**Gate-type map**

Drawn at 6 px/um.
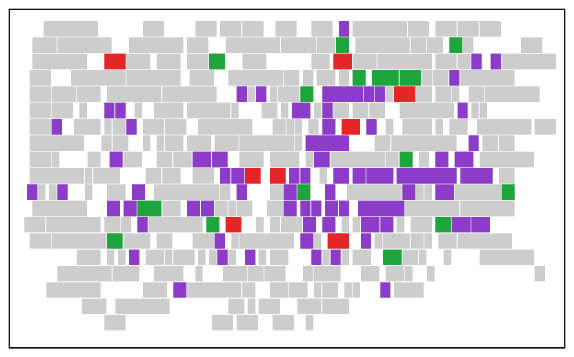
**Cell sizes after repair**

Drawn at 6 px/um.
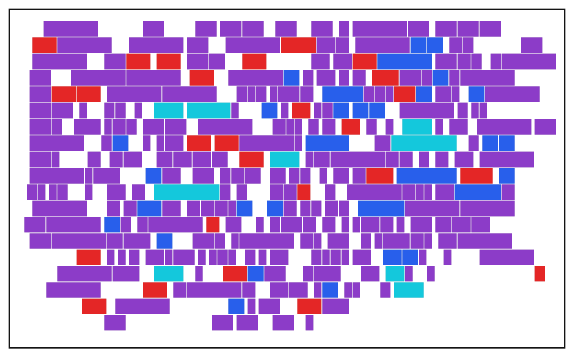
**Routing congestion**

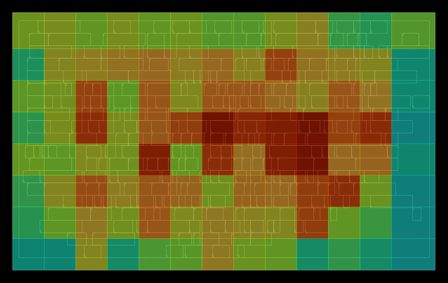
**The metal 3 layer**

Drawn at 6 px/um.
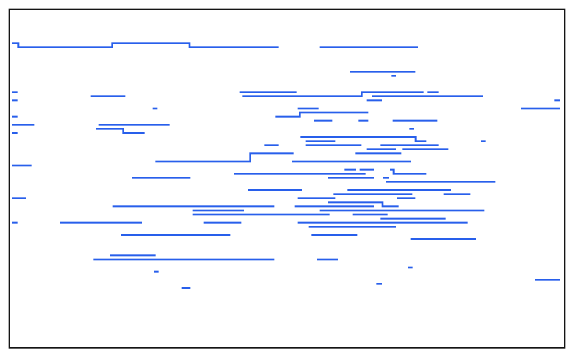
## src/rtl/pulse_burst_gen.sv

```systemverilog
// rtl/pulse_burst_gen.sv - configurable pulse burst generator (finite or continuous)
module pulse_burst_gen #(
    parameter int   WIDTH      = 8,
    parameter int   CWIDTH     = 4,
    parameter logic IDLE_LEVEL = 1'b0
) (
    input  logic              clock,
    input  logic              reset_n,
    input  logic              start,
    input  logic              stop,
    input  logic              continuous,
    input  logic [WIDTH-1:0]  high_len,
    input  logic [WIDTH-1:0]  low_len,
    input  logic [CWIDTH-1:0] pulse_count,
    output logic              signal,
    output logic              busy,
    output logic              done,
    output logic [CWIDTH-1:0] pulse_done
);

    localparam logic [1:0] ST_IDLE = 2'd0;
    localparam logic [1:0] ST_HIGH = 2'd1;
    localparam logic [1:0] ST_LOW  = 2'd2;

    localparam logic [WIDTH-1:0]  ONE_W  = {{(WIDTH-1){1'b0}}, 1'b1};
    localparam logic [CWIDTH-1:0] ONE_C  = {{(CWIDTH-1){1'b0}}, 1'b1};
    localparam logic [CWIDTH-1:0] PD_MAX = {CWIDTH{1'b1}};

    logic [1:0]        state_q, state_d;
    logic [WIDTH-1:0]  cnt_q, cnt_d;
    logic [WIDTH-1:0]  high_len_q, high_len_d;
    logic [WIDTH-1:0]  low_len_q, low_len_d;
    logic [CWIDTH-1:0] pulse_count_q, pulse_count_d;
    logic [CWIDTH-1:0] pulse_done_q, pulse_done_d;
    logic [CWIDTH-1:0] pulse_inc;
    logic              cont_q, cont_d;
    logic              done_q, done_d;
    logic              signal_q, signal_d;

    // Counter holds cycles remaining in the phase minus one; zero length behaves as one.
    function automatic logic [WIDTH-1:0] phase_load(input logic [WIDTH-1:0] len);
        return (len == '0) ? '0 : len - ONE_W;
    endfunction

    assign pulse_inc = (pulse_done_q == PD_MAX) ? pulse_done_q : pulse_done_q + ONE_C;

    always_comb begin
        state_d       = state_q;
        cnt_d         = cnt_q;
        high_len_d    = high_len_q;
        low_len_d     = low_len_q;
        pulse_count_d = pulse_count_q;
        cont_d        = cont_q;
        pulse_done_d  = pulse_done_q;
        done_d        = 1'b0;
        case (state_q)
            ST_IDLE: begin
                if (start && !stop) begin
                    high_len_d    = high_len;
                    low_len_d     = low_len;
                    pulse_count_d = pulse_count;
                    cont_d        = continuous;
                    pulse_done_d  = '0;
                    if (!continuous && pulse_count == '0) begin
                        done_d = 1'b1;
                    end else begin
                        state_d = ST_HIGH;
                        cnt_d   = phase_load(high_len);
                    end
                end
            end
            ST_HIGH: begin
                if (stop) begin
                    state_d = ST_IDLE;
                    cnt_d   = '0;
                end else if (cnt_q == '0) begin
                    state_d = ST_LOW;
                    cnt_d   = phase_load(low_len_q);
                end else begin
                    cnt_d = cnt_q - ONE_W;
                end
            end
            ST_LOW: begin
                if (stop) begin
                    state_d = ST_IDLE;
                    cnt_d   = '0;
                end else if (cnt_q == '0) begin
                    pulse_done_d = pulse_inc;
                    if (!cont_q && pulse_inc == pulse_count_q) begin
                        state_d = ST_IDLE;
                        done_d  = 1'b1;
                    end else begin
                        state_d = ST_HIGH;
                        cnt_d   = phase_load(high_len_q);
                    end
                end else begin
                    cnt_d = cnt_q - ONE_W;
                end
            end
            default: begin
                state_d = ST_IDLE;
                cnt_d   = '0;
            end
        endcase
        signal_d = (state_d == ST_HIGH) ? ~IDLE_LEVEL : IDLE_LEVEL;
    end

    always_ff @(posedge clock or negedge reset_n) begin
        if (!reset_n) begin
            state_q       <= ST_IDLE;
            cnt_q         <= '0;
            high_len_q    <= '0;
            low_len_q     <= '0;
            pulse_count_q <= '0;
            cont_q        <= 1'b0;
            pulse_done_q  <= '0;
            done_q        <= 1'b0;
            signal_q      <= IDLE_LEVEL;
        end else begin
            state_q       <= state_d;
            cnt_q         <= cnt_d;
            high_len_q    <= high_len_d;
            low_len_q     <= low_len_d;
            pulse_count_q <= pulse_count_d;
            cont_q        <= cont_d;
            pulse_done_q  <= pulse_done_d;
            done_q        <= done_d;
            signal_q      <= signal_d;
        end
    end

    assign signal     = signal_q;
    assign busy       = (state_q != ST_IDLE);
    assign done       = done_q;
    assign pulse_done = pulse_done_q;

endmodule

```

## config.mk

```make
export PLATFORM = sky130hd
export DESIGN_NAME = pulse_burst_gen
export DESIGN_NICKNAME = d
export VERILOG_FILES = /design/src/rtl/pulse_burst_gen.sv
export SDC_FILE = /design/constraint.sdc
export NUM_CORES = 1
export LEC_CHECK = 0
export CAP_MARGIN = 20
export CORE_ASPECT_RATIO = 0.6
export CORE_UTILIZATION = 50
export CTS_BUF_LIST = sky130_fd_sc_hd__clkbuf_8 sky130_fd_sc_hd__clkbuf_16
export CTS_CLUSTER_SIZE = 25
export DETAILED_ROUTE_END_ITERATION = 8
export PLACE_DENSITY = 0.79
export SLEW_MARGIN = 25
export SYNTH_ARGS = -nofsm -noshare
export SYNTH_HDL_FRONTEND = slang
export SYNTH_SLANG_ARGS = --single-unit
```

## constraint.sdc

```tcl
create_clock -name clock -period 2 [get_ports clock]
set_input_delay 0.2 -clock clock [delete_from_list [all_inputs] [get_ports clock]]
set_output_delay 0.2 -clock clock [all_outputs]
set_load 0.005 [all_outputs]
```

==> highlights.md <==
• -0.112 ns — placement-stage worst setup slack
• 8 — crit-path max FO
• negative hold slack, negative setup slack — failing checks
• 0 — Pins Over Slew Limit
• sky130_fd_sc_hd__dfrtp_1 38%, sky130_fd_sc_hd__mux2_2 7.4%, sky130_fd_sc_hd__a21oi_1 4.1% — largest cells by area after synthesis
• 37 — number of register bits inferred by synthesis
• -0.00867 ns — worst hold slack
• 7 — depth of the most critical reg-to-reg path
• 2 — number of levels in the clock H-tree
• 12 — Hold Violations, Final
• 0 — maximum capacitance violations
• -0.689 ns — accumulated negative setup slack
• finished, violations left — outcome
• 2 — clock tree buffer depth
• flop — Worst Setup End Kind
• 0.00522 ns — Layout Skew
• 5 — length of the first detailed-routing pass in iterations
• 9 — final setup violation count
• -0.0906 ns — setup slack after layout
• 31 — # port buffers
## Picture notes: 'gate-type map'
- red: AND-OR and OR-AND gates (cells 8)
- green: AND and OR gates (cells 15)
- purple: inverting AOI/OAI gates (cells 70)
Comb area share: 0.466
fin cells: 385

## Picture notes: 'cell sizes after repair'
- purple: drive 1 or less (cells 256; most used dfrtp_1)
- red: drive 2 (cells 26; most used mux2_2)
- blue: drive 3 to 4 (cells 31; most used buf_4)
- cyan: drive 6 and up (cells 9; most used clkbuf_8)

## Picture notes: 'routing congestion'
combined global-route utilization of all metal layers: 0.282
GR Util met2: 0.410
met1 track demand over resource: 0.407
share of the core filled with cells: 0.693

## Picture notes: 'the metal 3 layer'
- longest straight run: 29.9 um
- main direction: horizontal
- nets with wire on the layer: 61
- share of all routed wire: 10%

==> cell families after synthesis <==
family	share of synthesized area
compound gates	0.208
xor+xnor	0.0573
fa+ha+maj	0.0409
buf+inv	0.0419
flops	0.378
mux	0.0982
simple gates	0.176
==> cell type report <==
cell class / count / area [um2]
timing repair buffer: 55 / 498
clock buffer: 5 / 68.8
fill: 362 / 1420
tap: 63 / 78.8
inverter: 20 / 75.1
multi-input combinational: 202 / 1500
sequential: 37 / 926
clock inverter: 3 / 68.8
==> per-layer routing <==
| metal | share of wire | up-vias | GRT usage |
|---|---|---|---|
| met5 | 0 | - | 0 |
| met4 | 0.022 | 0 | 0.0982 |
| met3 | 0.10 | 23 | 0.0738 |
| met2 | 0.42 | 126 | 0.410 |
| met1 | 0.45 | 1117 | 0.407 |
| li1 | - | 1092 | - |
==> cell usage in the layout (no fill, tap or decap), drive strengths merged, types with 2 or more instances in the layout <==
cell type | Yosys | layout
a21o | 2 | 2
a21oi | 20 | 20
a22oi | 2 | 2
a31oi | 7 | 7
a41o | 2 | 2
and3 | 4 | 4
buf | 3 | 25
bufinv | 0 | 2
clkbuf | 4 | 5
clkdlybuf4s50 | 0 | 30
dfrtp | 37 | 37
ha | 8 | 8
inv | 20 | 21
mux2 | 16 | 16
mux2i | 6 | 6
nand2 | 16 | 16
nand2b | 3 | 3
nand3 | 5 | 5
nor2 | 20 | 20
nor3 | 6 | 6
nor3b | 2 | 2
nor4 | 6 | 6
nor4b | 2 | 2
o21ai | 16 | 16
o22ai | 15 | 15
o2bb2ai | 5 | 5
or2 | 2 | 2
or3 | 2 | 2
or4 | 3 | 3
xnor2 | 11 | 11
xor2 | 5 | 5
==> registers in the layout, indices dropped and copies added (netlist names) <==
name and cells:
cnt_q 8, high_len_q 8, low_len_q 8, pulse_count_q 4, pulse_done 4, state_q 2, cont_q 1, done 1
signal 1
==> critical path, cell delays in order, from the launching register on <==
cell	delay (ns)
sky130_fd_sc_hd__dfrtp_1	0.41
sky130_fd_sc_hd__ha_4	0.19
sky130_fd_sc_hd__and4b_1	0.22
sky130_fd_sc_hd__a2111oi_4	0.35
sky130_fd_sc_hd__a21boi_4	0.30
sky130_fd_sc_hd__a31oi_4	0.12
sky130_fd_sc_hd__o22ai_4	0.26
sky130_fd_sc_hd__o2bb2ai_1	0.12
==> per-stage QoR <==
| stage | instances | util |
|---|---|---|
| 2_1_floorplan | 266 | - |
| 3_3_place_gp | 376 | 0.646 |
| 3_5_place_dp | 376 | 0.646 |
| 4_1_cts | 385 | 0.692 |
| 5_1_grt | 385 | 0.693 |
| 6_report | 385 | 0.693 |
==> worst max path at each step <==
| stage | slack (ns) | cells past startpoint | endpoint | startpoint |
|---|---|---|---|---|
| 5_1_grt | -0.18 | 7 | cnt_q[1] | pulse_done[1] |
| 3_5_place_dp | -0.11 | 7 | cnt_q[5] | pulse_count[0] |
| 2_1_floorplan | 0.002 | 7 | cnt_q[2] | pulse_done[0] |
| 3_3_place_gp | -0.08 | 7 | cnt_q[2] | pulse_done[0] |
| 6_report | -0.09 | 7 | cnt_q[7] | pulse_done[1] |
| 4_1_cts | -0.06 | 7 | cnt_q[3] | pulse_done[1] |
